==> config.mk <==
export PLATFORM = sky130hd
export DESIGN_NAME = stdout_hex_tx
export DESIGN_NICKNAME = d
export VERILOG_FILES = /design/src/rtl/stdout_hex_tx.sv
export SDC_FILE = /design/constraint.sdc
export NUM_CORES = 1
export LEC_CHECK = 0
export ABC_AREA = 1
export ABC_CLOCK_PERIOD_IN_PS = 2400
export CORE_MARGIN = 5
export CORE_UTILIZATION = 40
export CTS_CLUSTER_DIAMETER = 80
export DETAILED_ROUTE_END_ITERATION = 8
export HOLD_SLACK_MARGIN = 0.15
export PLACE_DENSITY = 0.55
export SLEW_MARGIN = 20
export SYNTH_ARGS = -nofsm -noshare
export SYNTH_HDL_FRONTEND = slang
export SYNTH_SLANG_ARGS = --single-unit
==> constraint.sdc <==
create_clock -name clk_i -period 2.4 [get_ports clk_i]
set_clock_uncertainty 0.15 [all_clocks]
set_input_delay 0.36 -clock clk_i [delete_from_list [all_inputs] [get_ports clk_i]]
set_output_delay 0.36 -clock clk_i [all_outputs]
set_load 0.01 [all_outputs]
==> src/rtl/stdout_hex_tx.sv <==
// stdout_hex_tx: takes 16-bit words from the core's stdout val/data/rdy port,
// queues them in a small word FIFO and streams each one out as four uppercase
// ASCII hex digits (MSB nibble first) followed by a line terminator.
//
// Build option: define STDOUT_HEX_CRLF_EN to terminate each line with CR LF.
// Without it the terminator is a single LF and the CR state does not exist.
//
// Word side:  a word is pushed on an edge where word_val_i & word_rdy_o.
//             word_rdy_o is a registered !full flag; a pop in the same cycle
//             does not make a full FIFO ready early.
// Byte side:  a byte moves on an edge where byte_val_o & byte_rdy_i.
//             While byte_val_o=1 and byte_rdy_i=0 the byte is held unchanged,
//             and byte_val_o only drops after a transfer (or on reset).
module stdout_hex_tx #(
    parameter int FIFO_DEPTH = 4
) (
    input  logic        clk_i,
    input  logic        rst_i,
    input  logic        word_val_i,
    input  logic [15:0] word_data_i,
    output logic        word_rdy_o,
    output logic        byte_val_o,
    output logic [7:0]  byte_data_o,
    input  logic        byte_rdy_i,
    output logic        busy_o
);

    localparam int AW = $clog2(FIFO_DEPTH);

`ifdef STDOUT_HEX_CRLF_EN
    typedef enum logic [1:0] {IDLE, HEX, CR, LF} state_t;
`else
    typedef enum logic [1:0] {IDLE, HEX, LF} state_t;
`endif

    // Uppercase ASCII for one hex nibble.
    function automatic logic [7:0] hex_ascii(input logic [3:0] n);
        if (n < 4'd10) return 8'h30 + {4'h0, n};
        else           return 8'h37 + {4'h0, n};
    endfunction

    // Word FIFO storage and pointers; pointers carry one extra wrap bit so
    // full and empty can be told apart when the index bits are equal.
    logic [15:0] mem [FIFO_DEPTH];
    logic [AW:0] wr_ptr;
    logic [AW:0] rd_ptr;
    logic [AW:0] wr_ptr_nxt;
    logic [AW:0] rd_ptr_nxt;
    logic        push;
    logic        pop;
    logic        empty;
    logic        full_nxt;
    logic [15:0] head;

    // Formatter state. sh holds the nibbles not yet presented, left-aligned;
    // the first digit is taken straight from the FIFO head when popping.
    state_t      state;
    logic [11:0] sh;
    logic [1:0]  nib_cnt;
    logic        xfer;

    assign head       = mem[rd_ptr[AW-1:0]];
    assign empty      = (wr_ptr == rd_ptr);
    assign push       = word_val_i & word_rdy_o;
    assign pop        = (state == IDLE) & ~empty;
    assign wr_ptr_nxt = wr_ptr + {{AW{1'b0}}, push};
    assign rd_ptr_nxt = rd_ptr + {{AW{1'b0}}, pop};
    assign full_nxt   = (wr_ptr_nxt[AW] != rd_ptr_nxt[AW]) &&
                        (wr_ptr_nxt[AW-1:0] == rd_ptr_nxt[AW-1:0]);
    assign xfer       = byte_val_o & byte_rdy_i;

    // Write accepted words into the FIFO storage (contents need no reset).
    always_ff @(posedge clk_i) begin
        if (push) mem[wr_ptr[AW-1:0]] <= word_data_i;
    end

    // Advance FIFO pointers and register the ready flag from the next occupancy.
    always_ff @(posedge clk_i) begin
        if (rst_i) begin
            wr_ptr     <= '0;
            rd_ptr     <= '0;
            word_rdy_o <= 1'b0;
        end else begin
            wr_ptr     <= wr_ptr_nxt;
            rd_ptr     <= rd_ptr_nxt;
            word_rdy_o <= ~full_nxt;
        end
    end

    // Formatter FSM: pop a word, emit four hex digits, then the terminator.
    always_ff @(posedge clk_i) begin
        if (rst_i) begin
            state       <= IDLE;
            sh          <= '0;
            nib_cnt     <= '0;
            byte_val_o  <= 1'b0;
            byte_data_o <= 8'h00;
            busy_o      <= 1'b0;
        end else begin
            busy_o <= ~empty | (state != IDLE);
            case (state)
                IDLE: begin
                    if (!empty) begin
                        sh          <= head[11:0];
                        nib_cnt     <= 2'd3;
                        byte_val_o  <= 1'b1;
                        byte_data_o <= hex_ascii(head[15:12]);
                        state       <= HEX;
                    end
                end
                HEX: begin
                    if (xfer) begin
                        sh <= {sh[7:0], 4'h0};
                        if (nib_cnt == 2'd0) begin
`ifdef STDOUT_HEX_CRLF_EN
                            byte_data_o <= 8'h0D;
                            state       <= CR;
`else
                            byte_data_o <= 8'h0A;
                            state       <= LF;
`endif
                        end else begin
                            nib_cnt     <= nib_cnt - 2'd1;
                            byte_data_o <= hex_ascii(sh[11:8]);
                        end
                    end
                end
`ifdef STDOUT_HEX_CRLF_EN
                CR: begin
                    if (xfer) begin
                        byte_data_o <= 8'h0A;
                        state       <= LF;
                    end
                end
`endif
                LF: begin
                    if (xfer) begin
                        byte_val_o  <= 1'b0;
                        byte_data_o <= 8'h00;
                        state       <= IDLE;
                    end
                end
                default: begin
                    byte_val_o  <= 1'b0;
                    byte_data_o <= 8'h00;
                    state       <= IDLE;
                end
            endcase
        end
    end

endmodule

### Gate-type map, run 1

The bar under the picture is 20 um long.
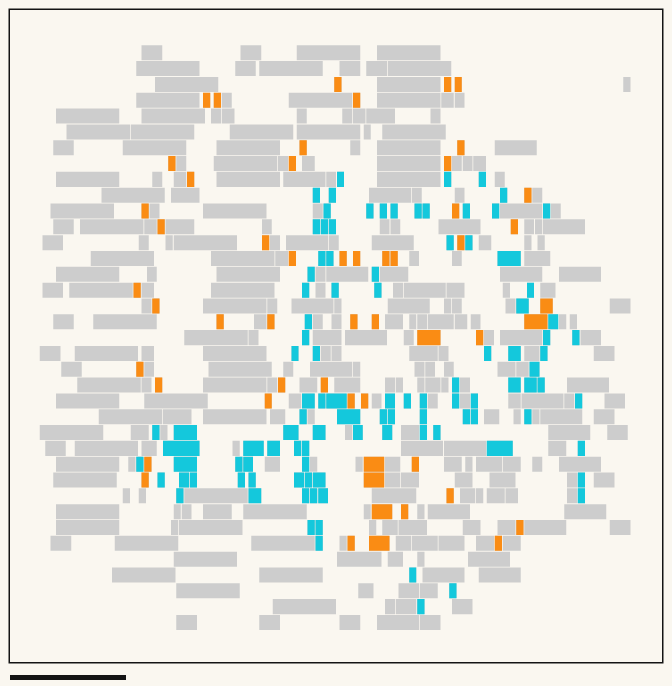
Key: NOR gates = orange [cells 53, most used nor2_1]; NAND gates = cyan [cells 103, most used nand2_1]

### Clock network drawn from the DEF, run 1

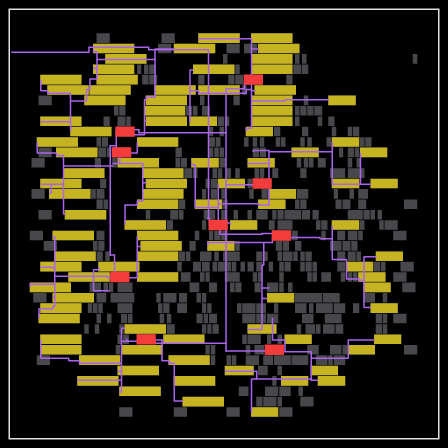
Key: cells driving clock nets = red [count 9]; clock wires = purple [length 1080 um]; flip-flops = yellow [count 96]
Position of the flops: spread over the die. There are 10 routed clock nets.

### Track usage over the die, run 1

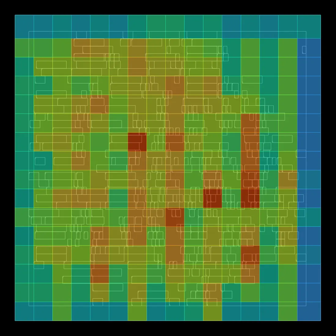
global-route track usage on met2: 22.70%
end-of-flow core utilization: 47.00%
met1 GRT Util: 18.36%
overall routing resource usage: 13.94%
layer with the highest usage after global routing: met2

==> results.txt, run 1 <==
Item: results of the latest flow run.

- The routed design shows a wire length per standard cell of 14.32 um.
- The number of placed instances with taps included is 567.
- The worst setup path is captured at a register.
- The final-layout worst hold slack is 0.3147 ns.
- The clock period could shrink to 2.228 ns.
- In this run, the number of DRC markers left after iteration 0 of detailed routing was 111.
- The worst setup margin is 0.1717 ns.
- The total die size is 12560 sq um.
- The flow ran to the end, and the final reports show no timing, DRC or antenna violations.
- The weighted congestion at the end of routability-driven global placement is 0.8109.
- The required arrival time at the worst endpoint is 2.49 ns.
- After synthesis, the netlist uses 37 different library cells.
- Per the post-place timing report, worst setup slack is 0.05166 ns.
- STA classifies the critical path startpoint as a register.
- When the netlist entered floorplanning its net count stood at 432.
- The number of nets in the layout is 469.
- In the hold timing report, the worst path depth is 2.
- The final tally of hold violations is 0.
- Summed over all layers, the global routing overflow is 0.
- Yosys reports that the leading cell type by area covers 46.11% of the netlist area.
- The clock transition at the registers of the reported paths is 0.09 ns.
- The synthesized instance count is 405.
- The initial antenna violation count is 0.
- Looking at the post-CTS report, the setup buffer insertion count equals 0.
- The critical setup path kind is reg -> reg.
- The top cell type by instance count after synthesis is sky130_fd_sc_hd__nand2_1.
[run 1: layout make-up]
cell class	count	area, sq um
clock buffers	10	127.6
clock inverters	6	35.03
fillers	957	5423
inverters	35	137.6
multi-input cells	258	1373
flip-flops and latches	96	2565
well taps	136	170.2
repair buffers	42	400.4
[run 1: flip-flops by register name (all words and copies together) (netlist names)]
name         cells
busy_o           1
byte_data_o      7
byte_val_o       1
mem             64
nib_cnt          2
rd_ptr           3
sh              12
state            2
word_rdy_o       1
wr_ptr           3
[run 1: metrics by stage]
step	utilization (%)	cell area [sq um]
3_5_place_dp	45.38	4643
4_1_cts	46.97	4806
2_1_floorplan	-	4168
6_report	47.00	4808
3_3_place_gp	45.38	4643
5_1_grt	47.00	4808
[run 1: final timing paths]
kind | end | slack, ns | startpoint
setup reg to reg | word_rdy_o$_SDFF_PP0_ | 0.17 | state[1]$_SDFFE_PP0P_
hold reg to reg | byte_data_o[4]$_SDFFE_PP0P_ | 0.31 | byte_data_o[4]$_SDFFE_PP0P_
hold / removal | byte_data_o[4]$_SDFFE_PP0P_ | 0.31 | byte_data_o[4]$_SDFFE_PP0P_
setup / recovery | word_rdy_o$_SDFF_PP0_ | 0.17 | state[1]$_SDFFE_PP0P_
[run 1: critical path, cell delays in order (launching register included)]
cell and delay [ns]:
sky130_fd_sc_hd__dfxtp_1 0.37, sky130_fd_sc_hd__nor2_4 0.24, sky130_fd_sc_hd__nand4_2 0.17, sky130_fd_sc_hd__nand2_2 0.13, sky130_fd_sc_hd__inv_4 0.04, sky130_fd_sc_hd__nand2_2 0.08
sky130_fd_sc_hd__inv_2 0.04, sky130_fd_sc_hd__ha_1 0.17, sky130_fd_sc_hd__ha_1 0.18, sky130_fd_sc_hd__xnor2_1 0.23, sky130_fd_sc_hd__xor2_1 0.19, sky130_fd_sc_hd__a31oi_1 0.11
[run 1: metal layers]
metal  wire, um  vias to the layer above
met5          0                        -
met4        141                        0
met3        280                       10
met2       3970                       42
met1       3959                     1351
li1           -                     1446
[run 1: what timing repair did]
| item | 4_1_cts | 5_1_grt |
|---|---|---|
| hold endpoints to repair | 0 | 0 |
| endpoints found under the setup margin | 0 | 1 |
| hold buffers | 0 | 0 |
| resized | 0 | 2 |
[run 1: where the power goes]
group	total [mW]	internal [mW]	switching, mW
logic	2.07	0.776	1.29
registers	2.08	1.97	0.106
clock network	0.907	0.371	0.536
[run 1: cell families (layout without fill, tap and decap cells)]
kind of cell | count (synthesis) | in the layout | share of synthesized area (%)
compound gates | 85 | 85 | 11.38
xor+xnor | 8 | 8 | 1.681
flops | 96 | 96 | 61.48
simple gates | 157 | 157 | 17.20
buf+inv | 51 | 93 | 6.064
fa+ha+maj | 7 | 7 | 2.101
other cells | 1 | 1 | 0.08998
==> run 2, diff against run 1 <==
--- a/config.mk
+++ b/config.mk
@@ -9,7 +9,7 @@
 export ABC_CLOCK_PERIOD_IN_PS = 2400
 export CORE_MARGIN = 5
 export CORE_UTILIZATION = 40
-export CTS_CLUSTER_DIAMETER = 80
+export CTS_CLUSTER_DIAMETER = 200
 export DETAILED_ROUTE_END_ITERATION = 8
 export HOLD_SLACK_MARGIN = 0.15
 export PLACE_DENSITY = 0.55
### Metal layers overlaid, run 2

The bar under the picture is 20 um long.
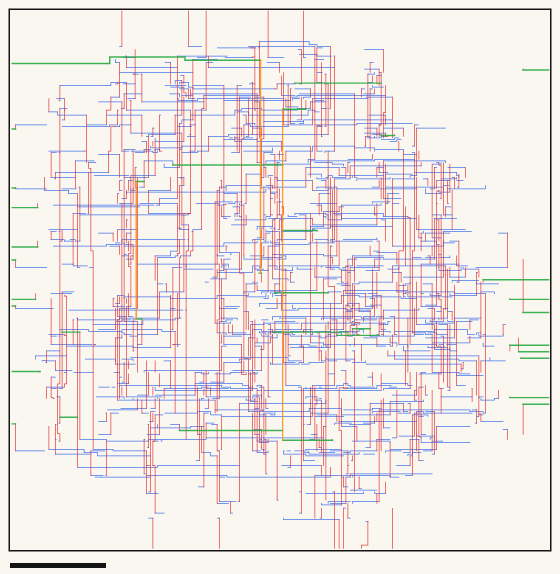
Key: met3 = green [wire length 280 um]; met1 = blue [wire length 3960 um]; met2 = red [wire length 3970 um]; met4 = orange [wire length 141 um]

==> results.txt, run 2 <==
Item: results of the latest flow run.

- The worst-case register-to-register setup slack is 0.17 ns (about the same).
- The weighted congestion at the end of routability-driven global placement is 0.8109 (unchanged).
- The number of nets produced by synthesis is 432 (unchanged).
- The capture point of the critical path was word_rdy_o$_SDFF_PP0_ (unchanged).
- The initial antenna violation count was 0 (unchanged).
- The number of post-CTS setup repair buffers is 0 (unchanged).
- The required arrival time at the worst endpoint is 2.49 ns (about the same).
- The met1 global-route usage is 18.36% (unchanged).
- The critical path startpoint category is a register (unchanged).
- The origin of the worst setup path is state[1]$_SDFFE_PP0P_ (unchanged).
- The count of hold buffers inserted by post-cts repair was 0 (unchanged).
- The busiest metal layer after global routing is met2 (unchanged).
- The post-cts repair resize count was 0 (unchanged).
- The global-route congestion overflow total is 0 (unchanged).
- The kind of end point of the critical path is a register (unchanged).
- The flip-flop count of the largest register, all copies and words added came to 64 (unchanged).
- The global routing usage on met2 is 22.70% (unchanged).
- The cell area after layout was 4808 sq um (unchanged).
- The number of placed instances with taps included is 567 (unchanged).
- The total routing resource utilization after global routing is 13.94% (unchanged).
- The area fraction of the dominant cell type after synthesis is 46.11% (unchanged).
- The worst reg2reg path endpoint is word_rdy_o$_SDFF_PP0_ (unchanged).
- The instance area after placement is 4643 sq um (unchanged).
- The count of cells along the worst hold path is 2 (unchanged).
- Outcome: finished, final reports clean (unchanged).
- The worst slack after detailed placement is 0.05166 ns (unchanged).
- The worst setup margin is 0.1717 ns (unchanged).
### Gate-type map, run 2

The bar under the picture is 20 um long.
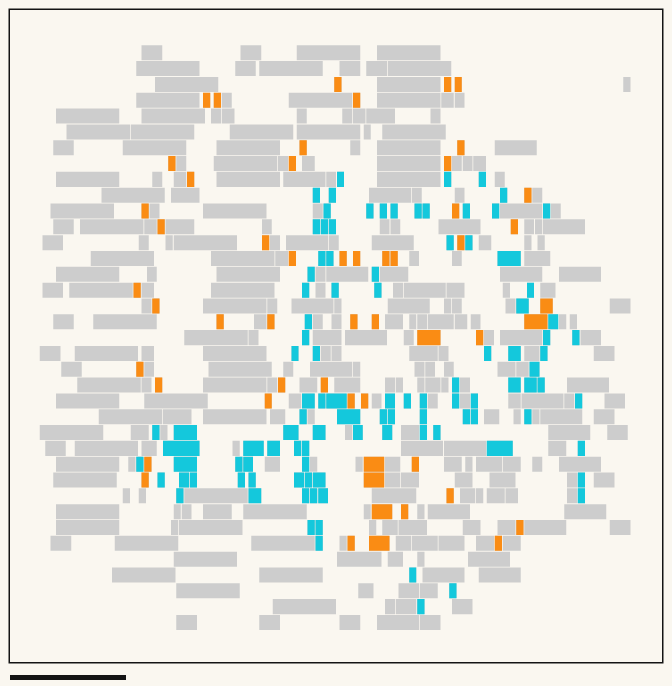
Key: NOR gates = orange [cells 53, most used nor2_1]; NAND gates = cyan [cells 103, most used nand2_1]

## run 2: cell counts after synthesis
No cell type changed its count.
## run 2: how the worst min path moves through the flow
| stage | endpoint | startpoint |
|---|---|---|
| 4_1_cts | sh[7]$_SDFFE_PP0P_ | sh[7]$_SDFFE_PP0P_ |
| 6_report | byte_data_o[4]$_SDFFE_PP0P_ | byte_data_o[4]$_SDFFE_PP0P_ |
| 3_5_place_dp | sh[7]$_SDFFE_PP0P_ | sh[7]$_SDFFE_PP0P_ |
| 3_3_place_gp | sh[7]$_SDFFE_PP0P_ | sh[7]$_SDFFE_PP0P_ |
| 5_1_grt | byte_data_o[4]$_SDFFE_PP0P_ | byte_data_o[4]$_SDFFE_PP0P_ |
| 2_1_floorplan | sh[7]$_SDFFE_PP0P_ | sh[7]$_SDFFE_PP0P_ |
## run 2: where the power goes
group / total, mW / switching, mW / internal (mW)
Clock: 0.907 / 0.536 / 0.371
Sequential: 2.08 / 0.106 / 1.97
Combinational: 2.07 / 1.29 / 0.776
## run 2: per-stage QoR
| stage | hold slack, ns | utilization [%] |
|---|---|---|
| finish | 0.3147 | 47.00 |
| global route | 0.3347 | 47.00 |
| CTS | 0.3172 | 46.97 |
| detailed placement | 0.3021 | 45.38 |
| global placement | 0.2954 | 45.38 |
| floorplan | 0.2792 | - |
## run 2: critical path: stages (launching register included)
cell,delay [ns]
sky130_fd_sc_hd__dfxtp_1,0.37
sky130_fd_sc_hd__nor2_4,0.24
sky130_fd_sc_hd__nand4_2,0.17
sky130_fd_sc_hd__nand2_2,0.13
sky130_fd_sc_hd__inv_4,0.04
sky130_fd_sc_hd__nand2_2,0.08
sky130_fd_sc_hd__inv_2,0.04
sky130_fd_sc_hd__ha_1,0.17
sky130_fd_sc_hd__ha_1,0.18
sky130_fd_sc_hd__xnor2_1,0.23
sky130_fd_sc_hd__xor2_1,0.19
sky130_fd_sc_hd__a31oi_1,0.11
## run 2: kinds of logic after synthesis
group | after synthesis | share of synthesized area (%)
buffers and inverters | 51 | 6.064
AOI/OAI and AO/OA | 85 | 11.38
adders and majority gates | 7 | 2.101
and+or+nand+nor | 157 | 17.20
other | 1 | 0.08998
xor gates and xnor gates | 8 | 1.681
DFF | 96 | 61.48
## run 2: area by class of cell
| type | count | area (sq um) | share of cell area [%] |
|---|---|---|---|
| clock inverters | 6 | 35.03 | 0.7286 |
| well taps | 136 | 170.2 | 3.539 |
| flip-flops and latches | 96 | 2565 | 53.34 |
| clock buffers | 10 | 127.6 | 2.654 |
| inverters | 35 | 137.6 | 2.862 |
| repair buffers | 42 | 400.4 | 8.327 |
| multi-input cells | 258 | 1373 | 28.55 |
## run 2: per-layer routing
metal / vias up / wire, um
met1: 1351 / 3959
met4: 0 / 141
li1: 1446 / -
met2: 42 / 3970
met5: - / 0
met3: 10 / 280
==> run 3, diff against run 2 <==
--- a/config.mk
+++ b/config.mk
@@ -13,6 +13,7 @@
 export DETAILED_ROUTE_END_ITERATION = 8
 export HOLD_SLACK_MARGIN = 0.15
 export PLACE_DENSITY = 0.55
+export SKIP_LAST_GASP = 1
 export SLEW_MARGIN = 20
 export SYNTH_ARGS = -nofsm -noshare
 export SYNTH_HDL_FRONTEND = slang
### Metal layers overlaid, run 3

The bar under the picture is 20 um long.
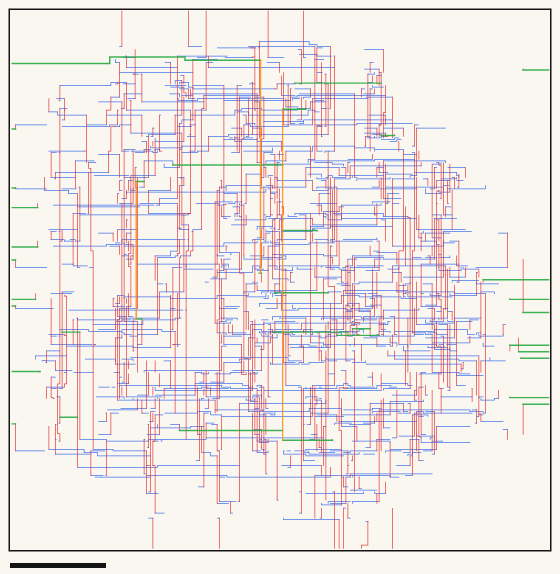
Key: met1 = blue [wire length 3960 um]; met2 = red [wire length 3970 um]; met4 = orange [wire length 141 um]; met3 = green [wire length 280 um]

==> results.txt, run 3 <==
Item: results of the latest flow run.

- Outcome: finished, final reports clean (unchanged).
- The worst stage delay on the critical path is 0.37 ns (about the same).
- The fraction of synthesized area in multiplexers is 0% (unchanged).
- The clock transition at the registers of the reported paths is 0.09 ns (about the same).
- The average wire length per cell after detail routing is 14.32 um (unchanged).
- The cell with the largest stage delay on the worst path was sky130_fd_sc_hd__dfxtp_1 (unchanged).
- The total die size is 12560 sq um (unchanged).
- The simple-gate share of the synthesized area is 17.20% (unchanged).
- The fill cell total of the finished layout is 957 (unchanged).
- The final tally of hold violations is 0 (unchanged).
- The violation count after the first detailed-route iteration is 111 (unchanged).
- The required arrival time at the worst endpoint came to 2.49 ns (about the same).
- The critical path startpoint category is a register (unchanged).
- The weighted congestion at the end of routability-driven global placement was 0.8109 (unchanged).
- The global-route congestion overflow total is 0 (unchanged).
- The number of nets produced by synthesis is 432 (unchanged).
- The post-synthesis xor/xnor area fraction came to 1.681% (unchanged).
- The tally of unique sky130hd cells used after synthesis is 37 (unchanged).
- The endpoint of the worst hold-timing path is byte_data_o[4]$_SDFFE_PP0P_ (unchanged).
- The number of placed instances with taps included was 567 (unchanged).
- The kind of end point of the critical path is a register (unchanged).
- The number of post-CTS setup repair buffers is 0 (unchanged).
### Gate-type map, run 3

The bar under the picture is 20 um long.
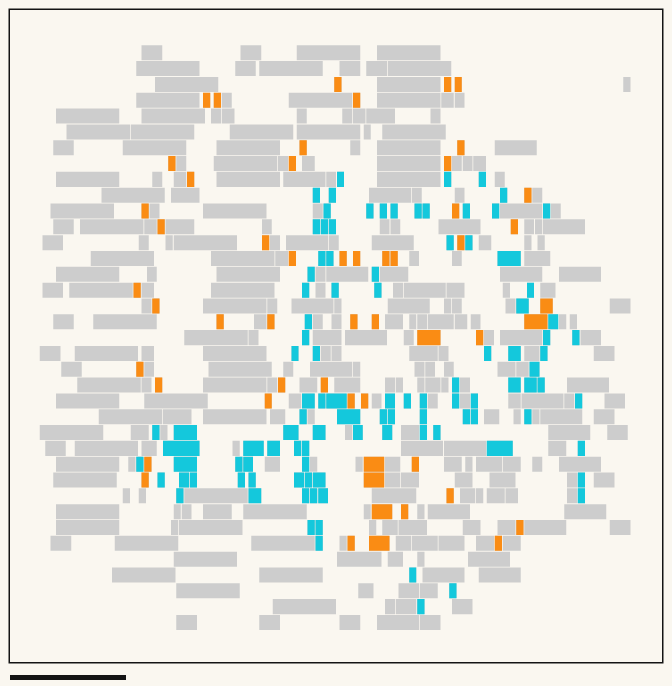
Key: NOR gates = orange [cells 53, most used nor2_1]; NAND gates = cyan [cells 103, most used nand2_1]

[run 3: layer usage]
layer | wire (um) | GRT usage, %
met1 | 3959 | 18.36
met2 | 3970 | 22.70
met3 | 280 | 3.127
met4 | 141 | 5.048
met5 | 0 | 0
[run 3: cell families (layout without fill, tap and decap cells)]
logic type / Yosys count / after routing
adders and majority gates: 7 / 7
DFF: 96 / 96
buffers and inverters: 51 / 93
other: 1 / 1
AOI/OAI and AO/OA: 85 / 85
xor gates and xnor gates: 8 / 8
and+or+nand+nor: 157 / 157
[run 3: worst max path at each step]
stage | startpoint | end | slack, ns | depth (start not counted)
after detailed placement | byte_rdy_i | word_rdy_o$_SDFF_PP0_ | 0.05 | 12
final | state[1]$_SDFFE_PP0P_ | word_rdy_o$_SDFF_PP0_ | 0.17 | 11
after global routing | state[1]$_SDFFE_PP0P_ | word_rdy_o$_SDFF_PP0_ | 0.01 | 11
after CTS | wr_ptr[1]$_SDFF_PP0_ | word_rdy_o$_SDFF_PP0_ | 0.16 | 11
after global placement | byte_rdy_i | word_rdy_o$_SDFF_PP0_ | 0.12 | 12
after floorplan | wr_ptr[0]$_SDFF_PP0_ | mem[3][0]$_DFFE_PP_ | 0.21 | 2
[run 3: critical path: cells and delay by family, from the launching register on]
family,cells,cell delay [ns]
adders and majority gates,2,0.35
xor gates and xnor gates,2,0.42
DFF,1,0.37
AOI/OAI and AO/OA,1,0.11
and+or+nand+nor,4,0.62
buffers and inverters,2,0.08
[run 3: repair_timing]
item / CTS / global route
setup endpoints to repair: 0 / 1
hold buffers: 0 / 0
gates resized: 0 / 2
[run 3: per-stage QoR]
| stage | utilization, % | cell area, sq um |
|---|---|---|
| floorplan | - | 4168 |
| global placement | 45.38 | 4643 |
| detailed placement | 45.38 | 4643 |
| CTS | 46.97 | 4806 |
| global route | 47.00 | 4808 |
| finish | 47.00 | 4808 |
[run 3: where the power goes]
part	leakage [nW]	total [mW]	internal (mW)	switching [mW]
clock	0.0817	0.907	0.371	0.536
combinational	0.867	2.07	0.776	1.29
sequential	0.846	2.08	1.97	0.106
[run 3: area by class of cell]
class,instances,area share (%)
Clock buffer,10,2.654
Clock inverter,6,0.7286
Inverter,35,2.862
Multi-Input combinational cell,258,28.55
Sequential cell,96,53.34
Tap cell,136,3.539
Timing Repair Buffer,42,8.327
Power is estimated from default activity; no workload was simulated.
